--- src/rtl/ysyx_2022040010_mem_arbiter_pkg.sv ---
// Shared types and constants for the fetch/data memory arbiter.
// Includes the arbiter state encoding, the access-size codes and the fetch lane select.
package ysyx_2022040010_mem_arbiter_pkg;

    typedef enum logic [1:0] {
        ST_IDLE   = 2'd0,
        ST_BUSY_I = 2'd1,
        ST_BUSY_D = 2'd2,
        ST_RESP   = 2'd3
    } arb_state_e;

    localparam logic [1:0] SIZE_B     = 2'b00;
    localparam logic [1:0] SIZE_H     = 2'b01;
    localparam logic [1:0] SIZE_W     = 2'b10;
    localparam logic [1:0] SIZE_D     = 2'b11;
    localparam logic [1:0] FETCH_SIZE = SIZE_W;

    // Instructions are 32 bits wide; address bit 2 picks the upper or lower half of the 64-bit beat.
    function automatic logic [31:0] fetch_word(input logic [63:0] rdata, input logic hi);
        return hi ? rdata[63:32] : rdata[31:0];
    endfunction

endpackage

--- src/rtl/ysyx_2022040010_mem_arbiter_wdt.sv ---
// 8-bit transaction watchdog: cleared between transactions, counts busy cycles,
// and flags expiry on the TIMEOUT-th busy cycle.
module ysyx_2022040010_wdt #(
    parameter int TIMEOUT = 255
) (
    input  logic clk,
    input  logic rst,
    input  logic i_clr,
    input  logic i_en,
    output logic o_expire
);

    localparam logic [7:0] LAST = 8'(TIMEOUT - 1);

    logic [7:0] r_cnt;
    logic       w_at_last;

    assign w_at_last = (r_cnt == LAST);
    assign o_expire  = i_en && w_at_last;

    // NOTE: all sequential state uses non-blocking assignments so every register samples pre-edge values.
    always_ff @(posedge clk) begin
        if (rst) begin
            r_cnt <= '0;
        end else if (i_clr) begin
            r_cnt <= '0;
        end else if (i_en && !w_at_last) begin
            r_cnt <= r_cnt + 8'd1;
        end
    end

endmodule

--- src/rtl/ysyx_2022040010_mem_arbiter.sv ---
// Shares one variable-latency memory port between instruction fetch and load/store.
// Data has priority, fetch gets a starvation guard, and a watchdog aborts hung accesses.
module ysyx_2022040010_mem_arbiter
    import ysyx_2022040010_mem_arbiter_pkg::*;
#(
    parameter int MAX_D_STREAK = 4,
    parameter int TIMEOUT      = 255
) (
    input  logic        clk,
    input  logic        rst,
    input  logic        if_req,
    input  logic [63:0] if_addr,
    output logic        if_done,
    output logic        if_err,
    output logic [31:0] if_rdata,
    input  logic        d_req,
    input  logic        d_we,
    input  logic [1:0]  d_size,
    input  logic [63:0] d_addr,
    input  logic [63:0] d_wdata,
    output logic        d_done,
    output logic        d_err,
    output logic [63:0] d_rdata,
    output logic        mem_req,
    output logic        mem_we,
    output logic [1:0]  mem_size,
    output logic [63:0] mem_addr,
    output logic [63:0] mem_wdata,
    input  logic        mem_ack,
    input  logic [63:0] mem_rdata
);

    localparam int SW = (MAX_D_STREAK < 2) ? 1 : $clog2(MAX_D_STREAK + 1);
    localparam logic [SW-1:0] STREAK_MAX = SW'(MAX_D_STREAK);

    arb_state_e  r_state;
    logic [SW-1:0] r_streak;
    logic        r_if_done, r_if_err, r_d_done, r_d_err;
    logic [31:0] r_if_rdata;
    logic [63:0] r_d_rdata;
    logic        r_mem_req, r_mem_we;
    logic [1:0]  r_mem_size;
    logic [63:0] r_mem_addr, r_mem_wdata;

    logic w_busy, w_expire, w_grant_d;

    assign w_busy    = (r_state == ST_BUSY_I) || (r_state == ST_BUSY_D);
    // Data wins unless fetch has already waited out a full streak of data grants.
    assign w_grant_d = d_req && !(if_req && (r_streak == STREAK_MAX));

    ysyx_2022040010_wdt #(.TIMEOUT(TIMEOUT)) u_wdt (
        .clk      (clk),
        .rst      (rst),
        .i_clr    (!w_busy),
        .i_en     (w_busy),
        .o_expire (w_expire)
    );

    always_ff @(posedge clk) begin
        if (rst) begin
            r_state     <= ST_IDLE;
            r_streak    <= '0;
            r_if_done   <= 1'b0;
            r_if_err    <= 1'b0;
            r_if_rdata  <= '0;
            r_d_done    <= 1'b0;
            r_d_err     <= 1'b0;
            r_d_rdata   <= '0;
            r_mem_req   <= 1'b0;
            r_mem_we    <= 1'b0;
            r_mem_size  <= '0;
            r_mem_addr  <= '0;
            r_mem_wdata <= '0;
        end else begin
            r_if_done <= 1'b0;
            r_d_done  <= 1'b0;
            case (r_state)
                ST_IDLE: begin
                    if (!if_req) r_streak <= '0;
                    if (w_grant_d) begin
                        r_state     <= ST_BUSY_D;
                        r_mem_req   <= 1'b1;
                        r_mem_we    <= d_we;
                        r_mem_size  <= d_size;
                        r_mem_addr  <= d_addr;
                        r_mem_wdata <= d_wdata;
                        if (if_req && (r_streak != STREAK_MAX)) r_streak <= r_streak + SW'(1);
                    end else if (if_req) begin
                        r_state     <= ST_BUSY_I;
                        r_mem_req   <= 1'b1;
                        r_mem_we    <= 1'b0;
                        r_mem_size  <= FETCH_SIZE;
                        r_mem_addr  <= if_addr;
                        r_mem_wdata <= '0;
                        r_streak    <= '0;
                    end
                end
                ST_BUSY_I: begin
                    // An ack arriving on the expiry cycle still completes successfully.
                    if (mem_ack || w_expire) begin
                        r_state    <= ST_RESP;
                        r_mem_req  <= 1'b0;
                        r_if_done  <= 1'b1;
                        r_if_err   <= !mem_ack;
                        r_if_rdata <= mem_ack ? fetch_word(mem_rdata, r_mem_addr[2]) : '0;
                    end
                end
                ST_BUSY_D: begin
                    if (mem_ack || w_expire) begin
                        r_state   <= ST_RESP;
                        r_mem_req <= 1'b0;
                        r_d_done  <= 1'b1;
                        r_d_err   <= !mem_ack;
                        r_d_rdata <= (mem_ack && !r_mem_we) ? mem_rdata : '0;
                    end
                end
                ST_RESP: r_state <= ST_IDLE;
                default: r_state <= ST_IDLE;
            endcase
        end
    end

    assign if_done   = r_if_done;
    assign if_err    = r_if_err;
    assign if_rdata  = r_if_rdata;
    assign d_done    = r_d_done;
    assign d_err     = r_d_err;
    assign d_rdata   = r_d_rdata;
    assign mem_req   = r_mem_req;
    assign mem_we    = r_mem_we;
    assign mem_size  = r_mem_size;
    assign mem_addr  = r_mem_addr;
    assign mem_wdata = r_mem_wdata;

endmodule

--- config.mk ---
export PLATFORM = sky130hd
export DESIGN_NAME = ysyx_2022040010_mem_arbiter
export DESIGN_NICKNAME = d
export VERILOG_FILES = /design/src/rtl/ysyx_2022040010_mem_arbiter_pkg.sv /design/src/rtl/ysyx_2022040010_mem_arbiter_wdt.sv /design/src/rtl/ysyx_2022040010_mem_arbiter.sv
export SDC_FILE = /design/constraint.sdc
export NUM_CORES = 1
export LEC_CHECK = 0
export ABC_AREA = 1
export ABC_CLOCK_PERIOD_IN_PS = 2200
export CAP_MARGIN = 5
export CORE_AREA = 2 2 192 194
export CTS_CLUSTER_SIZE = 10
export DETAILED_ROUTE_END_ITERATION = 10
export DIE_AREA = 0 0 194 196
export PLACE_DENSITY_LB_ADDON = 0.1
export SETUP_SLACK_MARGIN = 0.05
export SLEW_MARGIN = 20
export SYNTH_ARGS = -nofsm -noshare
export SYNTH_HDL_FRONTEND = slang
export SYNTH_SLANG_ARGS = --single-unit
export TNS_END_PERCENT = 10
--- constraint.sdc ---
create_clock -name clk -period 2.2 [get_ports clk]
set_clock_uncertainty 0.2 [all_clocks]
set_input_delay 0.33 -clock clk [delete_from_list [all_inputs] [get_ports clk]]
set_output_delay 0.33 -clock clk [all_outputs]
set_load 0.02 [all_outputs]
Figure 1. Signal wires on met2 (run 1).
Drawn at 2 px/µm. Cells faint in the background.
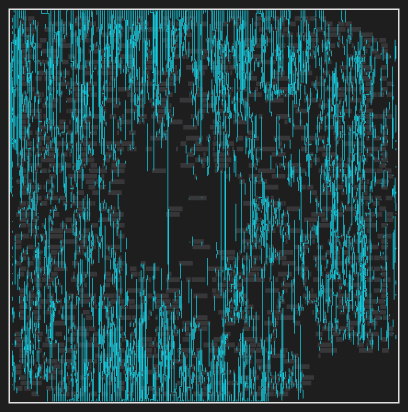
main direction: vertical
nets with wire on the layer: 1697
longest straight run: 84.3 µm

Figure 2. Clock routing (run 1).
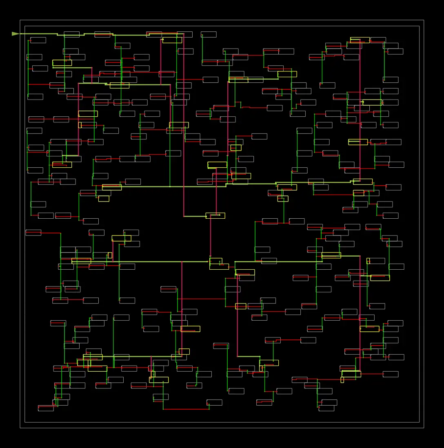
registers: 245
CLK BUF: 42
clk_lat worst skew: 0.56 ns
Num Clock Sinks: 245

==> deck_impl_summary.md, run 1 <==
Key Metrics from the Run

Outcome
  • Outcome: complete, no violations

Critical path
  • R2r setup slk: 0.26 ns
  • Crit-path leading delay family: buffers and inverters
  • Crit-path max FO: 2
  • Critical Path RT: 1.67 ns
  • Worst Path Arrival: 1.57 ns
  • Reg2Reg Launch Point: u_wdt.r_cnt[0]$_SDFFE_PP0P_
  • Crit Path Category: flip-flop to output pin
  • Critical path buffers and inverters: 1
  • Slowest-stage cell, CP: clkdlybuf4s50_1
  • R2R cell count: 9
  • Worst Setup SP: d_rdata[28]$_SDFFE_PP0P_
  • Crit path cell chain: clkdlybuf4s50_1
  • Crit path largest cell delay: 0.63 ns
  • Worst Setup Start Kind: flip-flop
  • Crit. End Element: output pin
  • RR Endpoint: d_rdata[31]$_SDFFE_PP0P_

STA
  • Post-route minimum period: 2.10 ns
  • Setup TNS: 0 ns
  • Fin. max-slew vios: 0
  • Hold Slack: 0.119 ns
  • Final worst slack: 0.0984 ns
  • Final worst path period share: 95.5%
  • RSZ-0062 raised after global routing: yes
  • FMAX: 0.476 GHz
  • Fin. Hold Viols: 0
  • Worst-Margin Slew: 0.472 ns
  • Relative slew slack: 68.7%
  • Final setup fails: 0

Finish
  • Share of layout cells above drive strength 1: 4.92%
  • Filler cell count: 3661
  • Most instantiated logic cells after routing: clkdlybuf4s50_1, nand2_1, dfxtp_1
  • Fin nets: 2188
  • Post-route insts no fill: 2402
  • Post-layout util: 47.2%
  • Synthesis-to-layout area growth: 61.7%
  • Most used logic cell in the final layout: clkdlybuf4s50_1

Clocking
  • TritonCTS clock tree: built
  • Total setup buffers inserted after CTS: 0
  • Max clock buf depth: 3
  • Root Driver: clkbuf_16
  • CTS buffer count: 30
  • Clk slew on worst S/H paths: 0.06 ns
  • CTS H-tree lvls: 1

Synthesis
  • Synthesized cell area: 10500 µm²
  • Seq share, synth: 46.6%
  • Ao+oa area frac: 13.5%
  • Synthesized Nets: 1736
  • Top cells, area: dfxtp_1, nand2_1, nand3_1, nor2_1, o21ai_0
  • XOR/XNOR Area Share: 0.166%
  • Synth Warn #: 0
  • # Cells Yosys: 1464
  • Post-synth regs: 245
  • Cells after synthesis: 1464
  • Post-synth top area cell: dfxtp_1
  • Simple share: 28.8%
  • Synth cell count leaders: nand2_1, dfxtp_1, nor2_1
  • Top-count cell post-synth: nand2_1
  • Max-area cell share: 46.6%
  • Syn avg cell area: 7.19 µm²
  • Yosys cell types: 24
  • Adder Area Share: 0.950%
  • Mux frac, synth: 0%
  • Fraction of registers with async set/reset: 0%
  • Commonest flop: dfxtp_1
  • Dominant kind of combinational cell: simple AND/OR/NAND/NOR gates
  • Post-synth EDFFs: 0
  • Yosys Chip Area: 10500 µm²

Worst hold path
  • Hold crit path type: primary input to flip-flop
  • Worst Hold Depth: 3
  • Hold endpoint: mem_wdata[0]$_SDFFE_PP0P_
  • Hold path start: d_wdata[0]

Pwr
  • P per Cell Area: 1080 nW/µm²
  • Leak Pwr: 7.45 nW
  • Peak supply drop: 0.000622 V

Placement
  • # placed instances: 2352
  • Placer Congestion: 0.847
  • Dpl hpwl: 30200 µm
  • Place WS: 0.129 ns
  • IO buf count: 495

Global route
  • First-pass GRT wire length: 64800 µm
  • Met3 Resource Use GR: 5.88%
  • Met1 global-route usage: 25.2%
  • Initial antenna violation count: 4
  • Met2 Use GR: 36.2%
  • GR Overflow Total: 0
  • Largest net degree at the start of global routing: 65
  • Vias in the first global route: 11.4k
  • Gr usage total: 21.1%
  • GR peak layer: met2

Floorplan
  • # rows: 70
  • Init Core Util: 29.2%
  • Die x size: 194 µm
  • Die height: 196 µm
  • Core area: 36100 µm²
  • Ports: 496
  • Die area: 38000 µm²

Run
  • Max_cap viols: 0
  • Log Warnings: 32

Detailed routing
  • Vias per cell: 4.72
  • Wire length per cell: 17.3 µm
  • Metal3 WL: 3160 µm
  • Drt drc: 0
  • DRT iter0 DRCs: 477
  • Top Layer Used: met4
  • Routed WL: 41600 µm
  • Via Count: 11.3k
  • First-pass iteration count of the detailed router: 4
  • Met2 WL post-DR: 19900 µm
  • Met1 WL: 17100 µm
  • Routed Antenna Nets: 0
Figure 3. I/O nets highlighted (run 1).
Drawn at 2 px/µm.
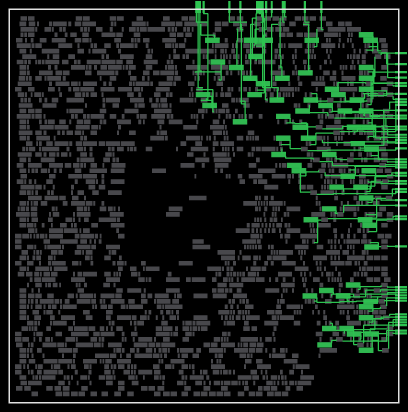
| color | port | bits | direction | end cells | buffers | wire |
|---|---|---|---|---|---|---|
| green | d_rdata | 64 | output | 64 | 64 | 2230 µm |

Figure 4. Clock distribution (run 1).
Drawn at 2 px/µm.
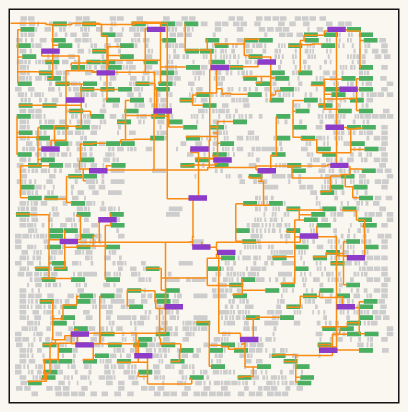
[purple] clock-net drivers | count: 30
[green] flip-flops | count: 245
[orange] clock wires | length: 3760 µm
flops lie: widely spread

-- run 1: worst min-delay path: cells and delay by family --
kind | cells | cell delay, ns
buffers and inverters | 1 | 0.39
and+or+nand+nor | 1 | 0.06
AOI/OAI and AO/OA | 1 | 0.05
-- run 1: layout make-up --
class                           instances  area [µm²]  share of cell area, %
Timing Repair Buffer                  538        5550                   32.6
Sequential cell                       245        4900                   28.8
Multi-Input combinational cell        975        4610                   27.1
Clock buffer                           42         866                   5.08
Tap cell                              468         586                   3.44
Inverter                              126         480                   2.82
Clock inverter                          3        26.3                  0.154
Antenna cell                            5        12.5                 0.0735
-- run 1: timing repair --
action                     in CTS  in global routing
gates resized                   4                  1
setup endpoints to repair       4                  6
hold buffers                    0                  0
-- run 1: stage by stage --
stage	cell area [µm²]	total power, mW
after floorplan	10500	10.1
after CTS	17000	18.7
after global routing	17000	19.6
final	17000	18.5
after global placement	16100	13.9
after detailed placement	16100	14.0
-- run 1: worst max path at each step --
stage | endpoint | slack [ns] | depth (start not counted)
finish | d_rdata[28] | 0.1 | 1
global route | mem_wdata[58] | 0.04 | 1
CTS | mem_wdata[58] | 0.06 | 1
detailed placement | d_rdata[31]$_SDFFE_PP0P_ | 0.13 | 6
global placement | d_rdata[31]$_SDFFE_PP0P_ | 0.11 | 6
floorplan | mem_addr[50]$_SDFFE_PP0P_ | 0.42 | 10
-- run 1: registers in the layout, summed over array words and instances, names as in the netlist, 2 cells and up --
register,count
mem_addr,64
if_rdata,32
mem_size,2
u_wdt.r_cnt,8
mem_wdata,64
r_streak,3
r_state,2
d_rdata,64
-- run 1: power breakdown --
part	total [mW]	switching [mW]	internal, mW
Combinational	7.83	4.42	3.41
Clock	4.60	1.91	2.68
Sequential	6.03	0.555	5.48
Figure 5. Placed cells, one color a class (run 1).
Drawn at 2 px/µm. Fill, decap, tap and diode cells in gray.
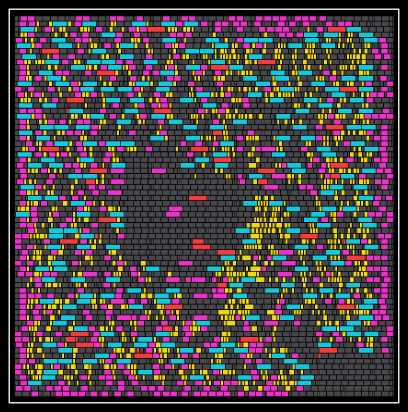

## Run 2: what changed since run 1
--- a/config.mk
+++ b/config.mk
@@ -6,7 +6,7 @@
 export NUM_CORES = 1
 export LEC_CHECK = 0
 export ABC_AREA = 1
-export ABC_CLOCK_PERIOD_IN_PS = 2200
+export ABC_CLOCK_PERIOD_IN_PS = 2170
 export CAP_MARGIN = 5
 export CORE_AREA = 2 2 192 194
 export CTS_CLUSTER_SIZE = 10
==> constraint.sdc (replaced) <==
create_clock -name clk -period 2.17 [get_ports clk]
set_clock_uncertainty 0.2 [all_clocks]
set_input_delay 0.3255 -clock clk [delete_from_list [all_inputs] [get_ports clk]]
set_output_delay 0.3255 -clock clk [all_outputs]
set_load 0.02 [all_outputs]
Figure 6. Placed cells, one color a class (run 2).
Drawn at 2 px/µm. Fill, decap, tap and diode cells in gray.
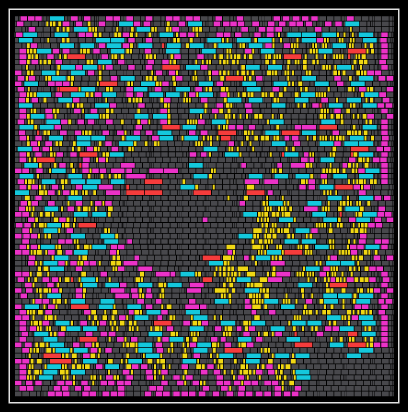
| color | class | cells | share of their area |
|---|---|---|---|
| red | clock drivers and dummy loads | 48 | 5.4% |
| yellow | remaining logic cells | 1101 | 31% |
| magenta | remaining buffers and delay cells | 540 | 34% |
| cyan | sequential cells | 245 | 30% |

Figure 7. Clock distribution (run 2).
Drawn at 2 px/µm.
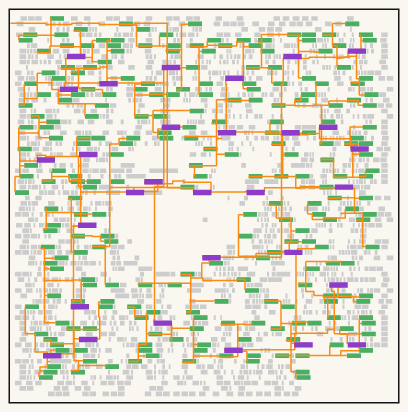
[purple] clock-net drivers | count: 30
[green] flip-flops | count: 245
[orange] clock wires | length: 3630 µm
flops lie: widely spread
routed clock nets: 31

==> deck_impl_summary.md, run 2 <==
Key Metrics from the Run

Outcome
  • Outcome: complete, no violations

Floorplan
  • Die x size: 194 µm (unchanged)
  • Die height: 196 µm (unchanged)
  • # rows: 70 (unchanged)
  • Ports: 496 (unchanged)
  • Core area: 36100 µm² (unchanged)
  • Init Core Util: 29.2% (unchanged)
  • Die area: 38000 µm² (unchanged)

STA
  • FMAX: 0.481 GHz
  • Post-route minimum period: 2.08 ns
  • Final worst path period share: 95.8%
  • Fin. max-slew vios: 0 (unchanged)
  • Setup TNS: 0 ns (unchanged)
  • Worst-Margin Slew: 0.455 ns (-0.0164 ns)
  • RSZ-0062 raised after global routing: yes
  • Final setup fails: 0 (unchanged)
  • Fin. Hold Viols: 0 (unchanged)
  • Hold Slack: 0.138 ns (+0.0185 ns)
  • Relative slew slack: 69.8% (+1.1 points)

Synthesis
  • Syn avg cell area: 7.19 µm² (unchanged)
  • Commonest flop: dfxtp_1
  • Top cells, area: dfxtp_1, nand2_1, nand3_1, nor2_1, o21ai_0
  • Post-synth top area cell: dfxtp_1
  • Post-synth regs: 245 (unchanged)
  • Max-area cell share: 46.6% (unchanged)
  • # Cells Yosys: 1464 (unchanged)
  • Yosys Chip Area: 10500 µm² (unchanged)
  • Yosys cell types: 24 (unchanged)
  • Seq share, synth: 46.6% (unchanged)
  • Top-count cell post-synth: nand2_1
  • Synth Warn #: 0 (unchanged)
  • Synthesized cell area: 10500 µm² (unchanged)
  • Synthesized Nets: 1736 (unchanged)
  • Post-synth EDFFs: 0 (unchanged)
  • Fraction of registers with async set/reset: 0% (unchanged)
  • Synth cell count leaders: nand2_1, dfxtp_1, nor2_1
  • Cells after synthesis: 1464 (unchanged)

Clocking
  • Clk slew on worst S/H paths: 0.06 ns (about the same)
  • CTS buffer count: 30 (unchanged)
  • TritonCTS clock tree: built
  • Max clock buf depth: 3 (unchanged)
  • # hold bufs at CTS: 0 (unchanged)
  • Root Driver: clkbuf_16
  • CTS H-tree lvls: 1 (unchanged)
  • Total setup buffers inserted after CTS: 0 (unchanged)
  • Num Clock Sinks: 245 (unchanged)
  • PostCTS Resize Cnt: 6 (+2)
  • Clk_lat worst skew: 0.55 ns (about the same)

Finish
  • Post-route insts no fill: 2406 (+0.17%)
  • Synthesis-to-layout area growth: 62.0%
  • Post-layout util: 47.3% (+0.097 points)
  • Most instantiated logic cells after routing: clkdlybuf4s50_1, nand2_1, dfxtp_1
  • Share of layout cells above drive strength 1: 4.81% (-0.12 points)
  • Fin nets: 2190 (+0.091%)
  • Most used logic cell in the final layout: clkdlybuf4s50_1
  • Filler cell count: 3652 (-0.25%)

Detailed routing
  • Wire length per cell: 17.2 µm (-0.47%)
  • DRT iter0 DRCs: 465 (-2.5%)
  • Routed WL: 41500 µm (-0.30%)
  • Via Count: 11.3k (-0.42%)
  • Routed Antenna Nets: 0 (unchanged)
  • Drt drc: 0 (unchanged)
  • Vias per cell: 4.69 (-0.59%)
  • First-pass iteration count of the detailed router: 4 (unchanged)

Critical path
  • Slowest-stage cell, CP: clkdlybuf4s50_1
  • Crit path largest cell delay: 0.67 ns (+0.04 ns)
  • Worst Setup Start Kind: flip-flop
  • Critical Path RT: 1.64 ns (-0.03 ns)
  • Crit-path leading delay family: buffers and inverters
  • Worst Path Arrival: 1.55 ns (-0.02 ns)
  • R2r setup slk: 0.17 ns (-0.09 ns)
  • Crit Path Category: flip-flop to output pin
  • Crit path cell chain: clkdlybuf4s50_1
  • Critical path buffers and inverters: 1 (unchanged)
  • Crit-path max FO: 2 (unchanged)
  • Crit. End Element: output pin

Run
  • Max_cap viols: 0 (unchanged)
  • Log Warnings: 32 (unchanged)

Global route
  • Met3 Resource Use GR: 5.93% (+0.052 points)
  • Met1 global-route usage: 25.0% (-0.22 points)
  • Initial antenna violation count: 3 (-1)
  • Gr usage total: 20.9% (-0.24 points)
  • GR peak layer: met2
  • Vias in the first global route: 11.2k (-1.5%)
  • First-pass GRT wire length: 64100 µm (-1.2%)
  • GR Overflow Total: 0 (unchanged)
  • Met2 Use GR: 36.8% (+0.59 points)
  • Largest net degree at the start of global routing: 67 (+3.1%)

Worst hold path
  • Hold crit path type: primary input to flip-flop

Pwr
  • Peak supply drop: 0.000591 V (-5.0%)
  • Leak Pwr: 7.47 nW (+0.27%)
  • P per Cell Area: 1100 nW/µm² (+1.2%)

Placement
  • # placed instances: 2354 (+0.085%)
  • IO buf count: 495 (unchanged)
  • Dpl hpwl: 30300 µm (+0.34%)
  • Placer Congestion: 0.837 (-1.1%)
Figure 8. I/O nets highlighted (run 2).
Drawn at 2 px/µm.
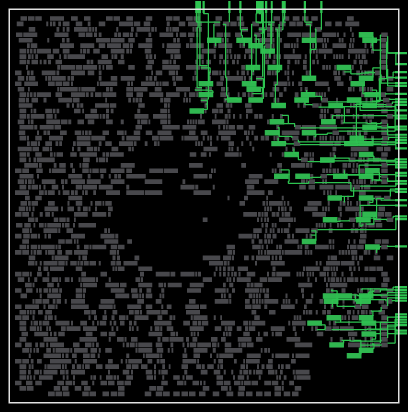
| color | port | bits | direction | end cells | buffers | wire |
|---|---|---|---|---|---|---|
| green | d_rdata | 64 | output | 64 | 64 | 2210 µm |

run 2: cells by family after synthesis:
family          count (synthesis)  synth area share (%)
xor+xnor                        2                 0.166
compound gates                251                  13.5
buf+inv                       244                  10.0
flops                         245                  46.6
simple gates                  714                  28.8
fa+ha+maj                       8                 0.950
run 2: final cells by class:
type	count	area [µm²]	share of cell area, %
Clock inverter	2	35.0	0.205
Antenna cell	4	10.0	0.0587
Timing Repair Buffer	540	5580	32.7
Sequential cell	245	4900	28.7
Inverter	126	480	2.82
Tap cell	468	586	3.43
Clock buffer	46	862	5.05
Multi-Input combinational cell	975	4610	27.0
run 2: per-layer routing:
metal,vias to the layer above,wire [µm],part of all wire [%]
met3,47,3150,7.6
met1,5130,17000,41
met2,384,20300,49
li1,5720,-,-
met5,-,0,0
met4,0,999,2.4
run 2: path summary, 6_finish.rpt:
check,startpoint,to,depth (start not counted)
worst min register to register,if_err$_SDFFE_PP0P_,if_err$_SDFFE_PP0P_,2
worst min-delay path,d_size[1],mem_size[1]$_SDFFE_PP0P_,3
worst max-delay path,mem_addr[59]$_SDFFE_PP0P_,mem_addr[59],1
worst max register to register,u_wdt.r_cnt[0]$_SDFFE_PP0P_,d_rdata[9]$_SDFFE_PP0P_,10
run 2: through the flow:
step | power, mW | area (µm²) | worst slack [ns]
final | 18.7 | 17100 | 0.0907
after global routing | 19.9 | 17100 | 0.0198
after CTS | 19.0 | 17000 | 0.0511
after detailed placement | 14.2 | 16200 | -0.00845
after global placement | 14.1 | 16200 | -0.00174
after floorplan | 10.3 | 10500 | 0.392
run 2: power breakdown:
part | switching (mW) | internal (mW) | total [mW]
Sequential | 0.572 | 5.56 | 6.13
Combinational | 4.45 | 3.48 | 7.93
Clock | 1.87 | 2.80 | 4.67
Power figures rest on the tool's default switching activity, not on a simulated workload.
